## config.mk

```make
export PLATFORM = sky130hd
export DESIGN_NAME = fp32_dot_accum_flat
export DESIGN_NICKNAME = d
export VERILOG_FILES = /design/src/rtl/fp32_dot_accum_if.sv /design/src/rtl/fp32_dot_accum.sv /design/src/flat_wrapper.sv
export SDC_FILE = /design/constraint.sdc
export NUM_CORES = 1
export LEC_CHECK = 0
export ABC_CLOCK_PERIOD_IN_PS = 4250
export CORE_MARGIN = 2
export CORE_UTILIZATION = 55
export DETAILED_ROUTE_END_ITERATION = 6
export PLACE_DENSITY = 0.78
export SLEW_MARGIN = 20
export SYNTH_ARGS = -nofsm -noshare
export SYNTH_HDL_FRONTEND = slang
export SYNTH_SLANG_ARGS = --single-unit
```

## constraint.sdc

```tcl
create_clock -name clk -period 4.25 [get_ports clk]
set_input_delay 0.85 -clock clk [delete_from_list [all_inputs] [get_ports clk]]
set_output_delay 0.85 -clock clk [all_outputs]
set_load 0.01 [all_outputs]
```

## src/rtl/fp32_dot_accum_if.sv

```systemverilog
// -----------------------------------------------------------------------------
// fp32_dot_accum_if
// Handshake bundle between the FP32 product stream, the accumulator, and the
// consumer of finished dot-product sums.
//   in_valid / in_ready / in_data[31:0] / in_last : product input handshake
//   out_valid / out_ready / out_sum[31:0] / out_count[COUNT_W-1:0] : result
// Modports:
//   master : the environment (drives products, accepts sums)
//   slave  : the accumulator
// -----------------------------------------------------------------------------
interface fp32_dot_accum_if #(
    parameter int COUNT_W = 16
);
    logic               in_valid;
    logic               in_ready;
    logic [31:0]        in_data;
    logic               in_last;
    logic               out_valid;
    logic               out_ready;
    logic [31:0]        out_sum;
    logic [COUNT_W-1:0] out_count;

    modport master (
        output in_valid,
        input  in_ready,
        output in_data,
        output in_last,
        input  out_valid,
        output out_ready,
        input  out_sum,
        input  out_count
    );

    modport slave (
        input  in_valid,
        output in_ready,
        input  in_data,
        input  in_last,
        output out_valid,
        input  out_ready,
        output out_sum,
        output out_count
    );
endinterface

```

## src/rtl/fp32_dot_accum.sv

```systemverilog
// -----------------------------------------------------------------------------
// fp32_dot_accum
// Streaming FP32 accumulator for the dot-product datapath. Each accepted
// product is added to a running sum through an ALIGN -> ADD -> NORM sequence
// (one cycle each). The term flagged in_last finishes the dot product: the
// sum and term count are then presented on a held output handshake.
// Arithmetic: truncation only, quiet-NaN canonicalised to 0x7FC00000,
// denormal inputs use exponent 1 with implicit bit 0, tiny results flush to
// signed zero.
//
// Ports:
//   clk   : clock, rising edge
//   rst_n : asynchronous active-low reset
//   bus   : fp32_dot_accum_if.slave (product input + sum output handshakes)
//
// Configuration macro:
//   FP32_ACC_SAT_EN : when defined, finite overflow saturates to signed max
//                     finite instead of producing signed infinity.
// -----------------------------------------------------------------------------
module fp32_dot_accum #(
    parameter int COUNT_W = 16
) (
    input  logic                  clk,
    input  logic                  rst_n,
    fp32_dot_accum_if.slave       bus
);

    typedef enum logic [2:0] {
        ST_IDLE  = 3'd0,
        ST_ALIGN = 3'd1,
        ST_ADD   = 3'd2,
        ST_NORM  = 3'd3,
        ST_DONE  = 3'd4
    } state_t;

    localparam logic [31:0] QNAN = 32'h7FC0_0000;

    state_t               state_q,    state_d;
    logic [31:0]          acc_q,      acc_d;
    logic [COUNT_W-1:0]   count_q,    count_d;
    logic [31:0]          opnd_q,     opnd_d;
    logic                 last_q,     last_d;
    logic                 big_sign_q, big_sign_d;
    logic [7:0]           big_exp_q,  big_exp_d;
    logic [23:0]          big_man_q,  big_man_d;
    logic [23:0]          sml_man_q,  sml_man_d;
    logic                 sub_q,      sub_d;
    logic [24:0]          sum_q,      sum_d;

    // -------------------------------------------------------------------------
    // Alignment datapath (used in ALIGN)
    // -------------------------------------------------------------------------
    logic [7:0]  acc_eff_exp, opn_eff_exp;
    logic [23:0] acc_man, opn_man;
    logic        acc_is_big;
    logic [7:0]  exp_diff;
    logic [23:0] sml_unshifted;
    logic [23:0] sml_shifted;

    always_comb begin
        acc_eff_exp = (acc_q[30:23] == 8'd0)  ? 8'd1 : acc_q[30:23];
        opn_eff_exp = (opnd_q[30:23] == 8'd0) ? 8'd1 : opnd_q[30:23];
        acc_man     = {(acc_q[30:23] != 8'd0),  acc_q[22:0]};
        opn_man     = {(opnd_q[30:23] != 8'd0), opnd_q[22:0]};
        // Exponent/mantissa field order makes the raw bit pattern a
        // magnitude order, denormals included.
        acc_is_big    = (acc_q[30:0] >= opnd_q[30:0]);
        exp_diff      = acc_is_big ? (acc_eff_exp - opn_eff_exp)
                                   : (opn_eff_exp - acc_eff_exp);
        sml_unshifted = acc_is_big ? opn_man : acc_man;
        sml_shifted   = (exp_diff >= 8'd25) ? 24'd0 : (sml_unshifted >> exp_diff);
    end

    // -------------------------------------------------------------------------
    // Normalisation and special-value resolution (used in NORM)
    // -------------------------------------------------------------------------
    logic [4:0]  lz;
    logic [9:0]  norm_exp;      // two's complement, bit 9 set means negative
    logic [23:0] norm_man;
    logic [31:0] norm_result;
    logic        acc_nan, opn_nan, acc_inf, opn_inf;

    always_comb begin
        // Highest set bit wins because later iterations overwrite earlier ones.
        lz = 5'd24;
        for (int i = 0; i < 24; i++) begin
            if (sum_q[i]) begin
                lz = 5'(23 - i);
            end
        end

        if (sum_q[24]) begin
            norm_man = sum_q[24:1];
            norm_exp = {2'b00, big_exp_q} + 10'd1;
        end else begin
            norm_man = sum_q[23:0] << lz;
            norm_exp = {2'b00, big_exp_q} - {5'd0, lz};
        end

        acc_nan = (acc_q[30:23] == 8'hFF)  && (acc_q[22:0] != 23'd0);
        opn_nan = (opnd_q[30:23] == 8'hFF) && (opnd_q[22:0] != 23'd0);
        acc_inf = (acc_q[30:23] == 8'hFF)  && (acc_q[22:0] == 23'd0);
        opn_inf = (opnd_q[30:23] == 8'hFF) && (opnd_q[22:0] == 23'd0);

        if (acc_nan || opn_nan) begin
            // A NaN accumulator keeps producing NaN until the sum is consumed.
            norm_result = QNAN;
        end else if (acc_inf && opn_inf && (acc_q[31] != opnd_q[31])) begin
            norm_result = QNAN;
        end else if (acc_inf) begin
            norm_result = acc_q;
        end else if (opn_inf) begin
            norm_result = opnd_q;
        end else if (sum_q == 25'd0) begin
            norm_result = 32'h0000_0000;
        end else if (norm_exp[9] || (norm_exp == 10'd0)) begin
            norm_result = {big_sign_q, 31'd0};
        end else if (norm_exp >= 10'd255) begin
`ifdef FP32_ACC_SAT_EN
            norm_result = {big_sign_q, 31'h7F7F_FFFF};
`else
            norm_result = {big_sign_q, 8'hFF, 23'd0};
`endif
        end else begin
            norm_result = {big_sign_q, norm_exp[7:0], norm_man[22:0]};
        end
    end

    // -------------------------------------------------------------------------
    // Next-state / datapath register update
    // -------------------------------------------------------------------------
    always_comb begin
        state_d    = state_q;
        acc_d      = acc_q;
        count_d    = count_q;
        opnd_d     = opnd_q;
        last_d     = last_q;
        big_sign_d = big_sign_q;
        big_exp_d  = big_exp_q;
        big_man_d  = big_man_q;
        sml_man_d  = sml_man_q;
        sub_d      = sub_q;
        sum_d      = sum_q;

        case (state_q)
            ST_IDLE: begin
                if (bus.in_valid) begin
                    opnd_d  = bus.in_data;
                    last_d  = bus.in_last;
                    state_d = ST_ALIGN;
                end
            end
            ST_ALIGN: begin
                big_sign_d = acc_is_big ? acc_q[31]   : opnd_q[31];
                big_exp_d  = acc_is_big ? acc_eff_exp : opn_eff_exp;
                big_man_d  = acc_is_big ? acc_man     : opn_man;
                sml_man_d  = sml_shifted;
                sub_d      = acc_q[31] ^ opnd_q[31];
                state_d    = ST_ADD;
            end
            ST_ADD: begin
                sum_d   = sub_q ? ({1'b0, big_man_q} - {1'b0, sml_man_q})
                                : ({1'b0, big_man_q} + {1'b0, sml_man_q});
                state_d = ST_NORM;
            end
            ST_NORM: begin
                acc_d   = norm_result;
                count_d = (count_q == {COUNT_W{1'b1}}) ? count_q
                        : count_q + {{(COUNT_W-1){1'b0}}, 1'b1};
                state_d = last_q ? ST_DONE : ST_IDLE;
            end
            ST_DONE: begin
                if (bus.out_ready) begin
                    acc_d   = 32'h0000_0000;
                    count_d = '0;
                    state_d = ST_IDLE;
                end
            end
            default: begin
                state_d = ST_IDLE;
            end
        endcase
    end

    always_ff @(posedge clk or negedge rst_n) begin
        if (!rst_n) begin
            state_q    <= ST_IDLE;
            acc_q      <= 32'h0000_0000;
            count_q    <= '0;
            opnd_q     <= 32'h0000_0000;
            last_q     <= 1'b0;
            big_sign_q <= 1'b0;
            big_exp_q  <= 8'd0;
            big_man_q  <= 24'd0;
            sml_man_q  <= 24'd0;
            sub_q      <= 1'b0;
            sum_q      <= 25'd0;
        end else begin
            state_q    <= state_d;
            acc_q      <= acc_d;
            count_q    <= count_d;
            opnd_q     <= opnd_d;
            last_q     <= last_d;
            big_sign_q <= big_sign_d;
            big_exp_q  <= big_exp_d;
            big_man_q  <= big_man_d;
            sml_man_q  <= sml_man_d;
            sub_q      <= sub_d;
            sum_q      <= sum_d;
        end
    end

    assign bus.in_ready  = (state_q == ST_IDLE);
    assign bus.out_valid = (state_q == ST_DONE);
    assign bus.out_sum   = acc_q;
    assign bus.out_count = count_q;

endmodule

```

## src/flat_wrapper.sv

```systemverilog
// flat-port wrapper written by rule: the top's interface ports become plain ports
module fp32_dot_accum_flat 
#(
    parameter int COUNT_W = 16
)
  (clk, rst_n, bus_in_valid, bus_in_ready, bus_in_data, bus_in_last, bus_out_valid, bus_out_ready, bus_out_sum, bus_out_count);
  fp32_dot_accum_if #(.COUNT_W(COUNT_W)) bus_i ();
  input  logic clk;
  input  logic rst_n;
  input wire logic [$bits(bus_i.in_valid)-1:0] bus_in_valid;
  output wire logic [$bits(bus_i.in_ready)-1:0] bus_in_ready;
  input wire logic [$bits(bus_i.in_data)-1:0] bus_in_data;
  input wire logic [$bits(bus_i.in_last)-1:0] bus_in_last;
  output wire logic [$bits(bus_i.out_valid)-1:0] bus_out_valid;
  input wire logic [$bits(bus_i.out_ready)-1:0] bus_out_ready;
  output wire logic [$bits(bus_i.out_sum)-1:0] bus_out_sum;
  output wire logic [$bits(bus_i.out_count)-1:0] bus_out_count;
  assign bus_i.in_valid = bus_in_valid;
  assign bus_in_ready = bus_i.in_ready;
  assign bus_i.in_data = bus_in_data;
  assign bus_i.in_last = bus_in_last;
  assign bus_out_valid = bus_i.out_valid;
  assign bus_i.out_ready = bus_out_ready;
  assign bus_out_sum = bus_i.out_sum;
  assign bus_out_count = bus_i.out_count;
  fp32_dot_accum #(.COUNT_W(COUNT_W)) u_core (.clk(clk), .rst_n(rst_n), .bus(bus_i));
endmodule
```

Run 1, metal 2:
Cells faint in the background.
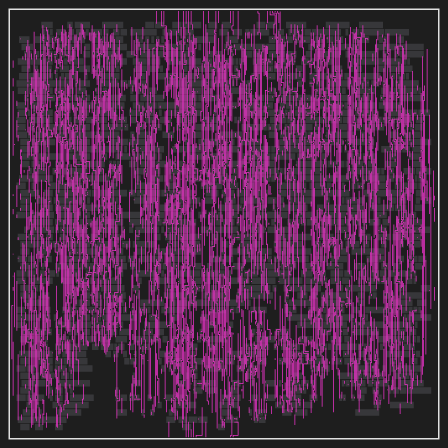
- main direction: vertical
- nets with wire on the layer: 1510
- wire length on this layer: 21.1 mm
- longest straight run: 56.4 um

Run 1, the metal 1 layer:
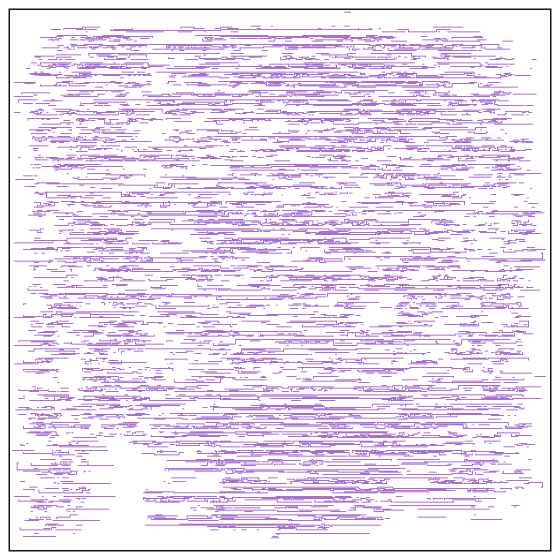
- main direction: horizontal
- nets with wire on the layer: 1653
- wire length on this layer: 18500 um
- share of all routed wire: 41%

Run 1, cell placement:
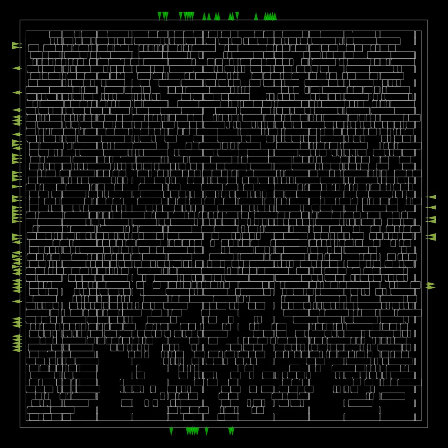
Core ar.: 0.0235 mm2
Fillers: 1997
sequential cell count: 167
final non-filler cell total: 1989

==> flow_summary_export.csv, run 1 <==
group,metric,value,unit
setup_path,path_class,"reg -> reg",
clocking,clk_latency,0.44,ns
floorplanning,taps,319,
detailed_routing,wl_met3,3.81,mm
detailed_routing,dr.pass1.iters,7,
global_route,grt_pass1_vias,12100,
finish,drive_gt1_frac,0.151,
synthesis,synthTopLogicFamily,"AND-OR/OR-AND gates",
synthesis,postSynthSeqShare,0.315,
synthesis,ys.flops,167,
final_timing,whs,0.445,ns
synthesis,ys_async_sr_fraction,1.00,
synthesis,top_area_cell,"dfrtp_1",
flow_run,warnings,34,
flow_run,cap_violations,0,
finish,comb_area_frac,0.538,
placement,placed_cells,1953,
setup_path,critical_path_cell_count,21,
synthesis,synthesis.area,0.0133,mm2
synthesis,yosys_cells,1522,
finish,lay_top_cells,"nand2_1, dfrtp_1, o21ai_0",
final_timing,relSlewSlack,0.413,
clocking,numCtsBuffers,17,
final_timing,setup_ws,0.0913,ns
global_route,antenna_found_initial,0,
finish,clock_tree_area_fraction,0.0354,
finish,logic_gates,1185,
floorplanning,fp_util,0.563,
final_timing,clock_skew,0.0167,ns
status,status,"finished clean",
synthesis,syn-num-nets,1641,
setup_path,cp.buffers_inverters,3,
--- run 2 (diff from run 1) ---
--- a/config.mk
+++ b/config.mk
@@ -10,6 +10,7 @@
 export CORE_UTILIZATION = 55
 export DETAILED_ROUTE_END_ITERATION = 6
 export PLACE_DENSITY = 0.78
+export REMOVE_ABC_BUFFERS = 1
 export SLEW_MARGIN = 20
 export SYNTH_ARGS = -nofsm -noshare
 export SYNTH_HDL_FRONTEND = slang
Run 2, metal 2:
Cells faint in the background.
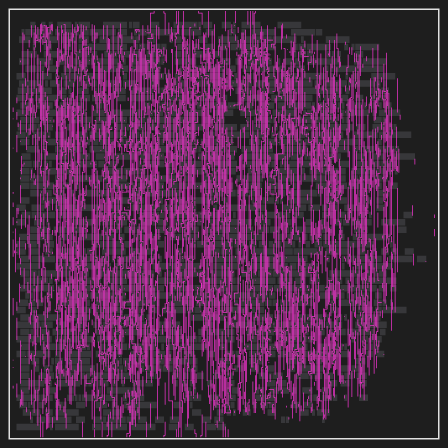
- wire length on this layer: 20.1 mm
- share of all routed wire: 46%
- nets with wire on the layer: 1516
- longest straight run: 53.7 um
- main direction: vertical

==> run 2 against run 1 <==
Synthesized cell count stayed put. Critical path depth stayed put. Critical endpoint is now u_core.bus.out_sum[17]$_DFFE_PN0P_. Non-clock buffer count down 15. Register-to-register slack got worse by 0.02 ns. Highest routed layer is now met5. Count of clock-buffer cells in the layout unchanged.
==> flow_summary_export.csv, run 2 <==
group,metric,value,unit
flow_run,cap_violations,0,
finish,lay_top_cells,"nand2_1, dfrtp_1, o21ai_0",
floorplanning,taps,319,
detailed_routing,wl_met1,17.5,mm
synthesis,postSynthSeqShare,0.315,
synthesis,ys_async_sr_fraction,1.00,
setup_path,path_class,"reg -> reg",
finish,logic_gates,1186,
synthesis,yosys_cells,1522,
synthesis,synth-edff-count,0,
final_timing,clock_skew,0.0215,ns
setup_path,start_kind,"register",
final_timing,whs,0.422,ns
finish,seq_cell_count,167,
setup_path,r2r_end,"u_core.bus.out_sum[17]$_DFFE_PN0P_",
global_route,antenna_found_initial,1,
global_route,grt-busiest-layer,"met2",
global_route,grt_pass1_wl,68.1,mm
detailed_routing,wl_met3,4.17,mm
final_timing,setup_ws,0.0737,ns
synthesis,synthesis.area,0.0133,mm2
synthesis,synthTopLogicFamily,"AND-OR/OR-AND gates",
setup_path,cp.buffers_inverters,3,
finish,buffers,193,
clocking,numCtsBuffers,17,
flow_run,warnings,34,
global_route,grt_max_degree,77,
final_timing,relSlewSlack,0.499,
setup_path,critical_path_cell_count,21,
finish,finalNonFillerCells,1975,
finish,fillers,1928,
finish,clock_tree_area_fraction,0.0383,
floorplanning,fp_util,0.563,
synthesis,ys.flops,167,
floorplanning,core-area,0.0235,mm2
detailed_routing,dr.pass1.iters,7,
finish,drive_gt1_frac,0.153,
status,status,"finished clean",
finish,comb_area_frac,0.544,
floorplanning,die.size.y,159,um
synthesis,top_area_cell,"dfrtp_1",
global_route,grt_use_met3,0.0628,
global_route,grt_pass1_vias,12100,
clocking,clk_latency,0.45,ns
Run 2, the metal 1 layer:
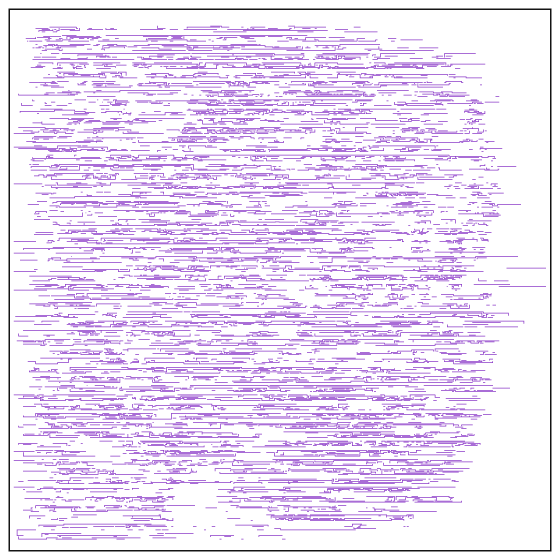
Vias: 12800
Routed WL: 43.9 mm
grt met1 use: 0.455

--- run 3 (diff from run 2) ---
--- a/config.mk
+++ b/config.mk
@@ -5,7 +5,6 @@
 export SDC_FILE = /design/constraint.sdc
 export NUM_CORES = 1
 export LEC_CHECK = 0
-export ABC_CLOCK_PERIOD_IN_PS = 4250
 export CORE_MARGIN = 2
 export CORE_UTILIZATION = 55
 export DETAILED_ROUTE_END_ITERATION = 6
Run 3, cell placement:
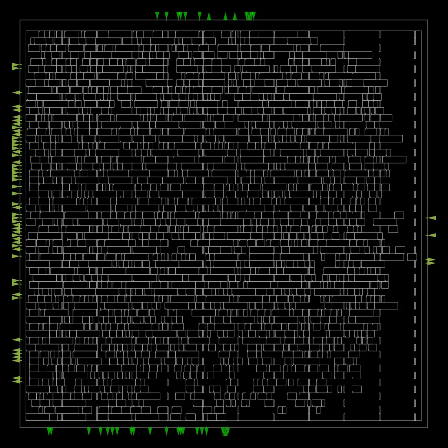
Fillers: 1928
num rows: 56

==> run 3 against run 2 <==
Die size stayed put. Clock skew stayed put. Via count stayed put. Critical endpoint unchanged. Largest cell class unchanged. Highest routed layer unchanged.
==> flow_summary_export.csv, run 3 <==
group,metric,value,unit
finish,seq_cell_count,167,
detailed_routing,drc,0,
setup_path,start_kind,"register",
final_timing,setup_ws,0.0737,ns
synthesis,ys.flops,167,
setup_path,crit_fanout,8,
finish,logic_gates,1186,
finish,buffers,193,
finish,largest_cell_class,"combinational gates",
synthesis,top_area_cell,"dfrtp_1",
setup_path,cp.buffers_inverters,3,
synthesis,postSynthSeqShare,0.315,
finish,comb_area_frac,0.544,
status,status,"finished clean",
finish,clock_tree_area_fraction,0.0383,
synthesis,synthesis.area,0.0133,mm2
global_route,grt_pass1_wl,68.1,mm
finish,finalNonFillerCells,1975,
global_route,grt_pass1_vias,12100,
detailed_routing,wl_met1,17.5,mm
detailed_routing,num_vias,12800,
flow_run,warnings,34,
finish,lay_top_cells,"nand2_1, dfrtp_1, o21ai_0",
global_route,grt_max_degree,77,
clocking,postCtsSetupRepairBufs,0,
final_timing,rsz0062_at_grt,"yes",
clocking,numCtsBuffers,17,
floorplanning,taps,319,
synthesis,yosysTopAreaCellShare,0.315,
floorplanning,fp.dieW,159,um
detailed_routing,wl_met3,4.17,mm
floorplanning,fp_util,0.563,
detailed_routing,top_layer_used,"met5",
final_timing,clock_skew,0.0215,ns
floorplanning,die.size.y,159,um
synthesis,synthTopLogicFamily,"AND-OR/OR-AND gates",
detailed_routing,finalWirelength,43.9,mm
global_route,grt-busiest-layer,"met2",
synthesis,synth-edff-count,0,
setup_path,endpoint,"u_core.bus.out_sum[17]$_DFFE_PN0P_",
finish,drive_gt1_frac,0.153,
global_route,grt_use_met3,0.0628,
synthesis,ys_sh_adder,0.0796,
floorplanning,core-area,0.0235,mm2
clocking,clk_latency,0.45,ns
setup_path,critical_path_cell_count,21,
placement,pre_cts_ws,-0.108,ns
flow_run,cap_violations,0,
detailed_routing,dr.pass1.iters,7,
final_timing,whs,0.422,ns
synthesis,postSynthAreaPerCell,8.71,um2
synthesis,ys_async_sr_fraction,1.00,
placement,placed_cells,1932,
synthesis,yosys_cells,1522,
final_timing,relSlewSlack,0.499,
setup_path,r2r_end,"u_core.bus.out_sum[17]$_DFFE_PN0P_",
Run 3, sequential cells grouped by signal name:
Other sequential cells in the stronger gray, the rest of the logic in the fainter gray.
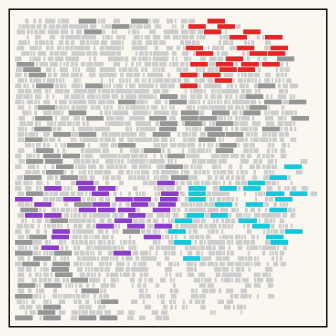
- u_core.bus.out_sum: purple (placed flops 32)
- u_core.sml_man_q: red (placed flops 24)
- u_core.sum_q: cyan (placed flops 25; where middle right)

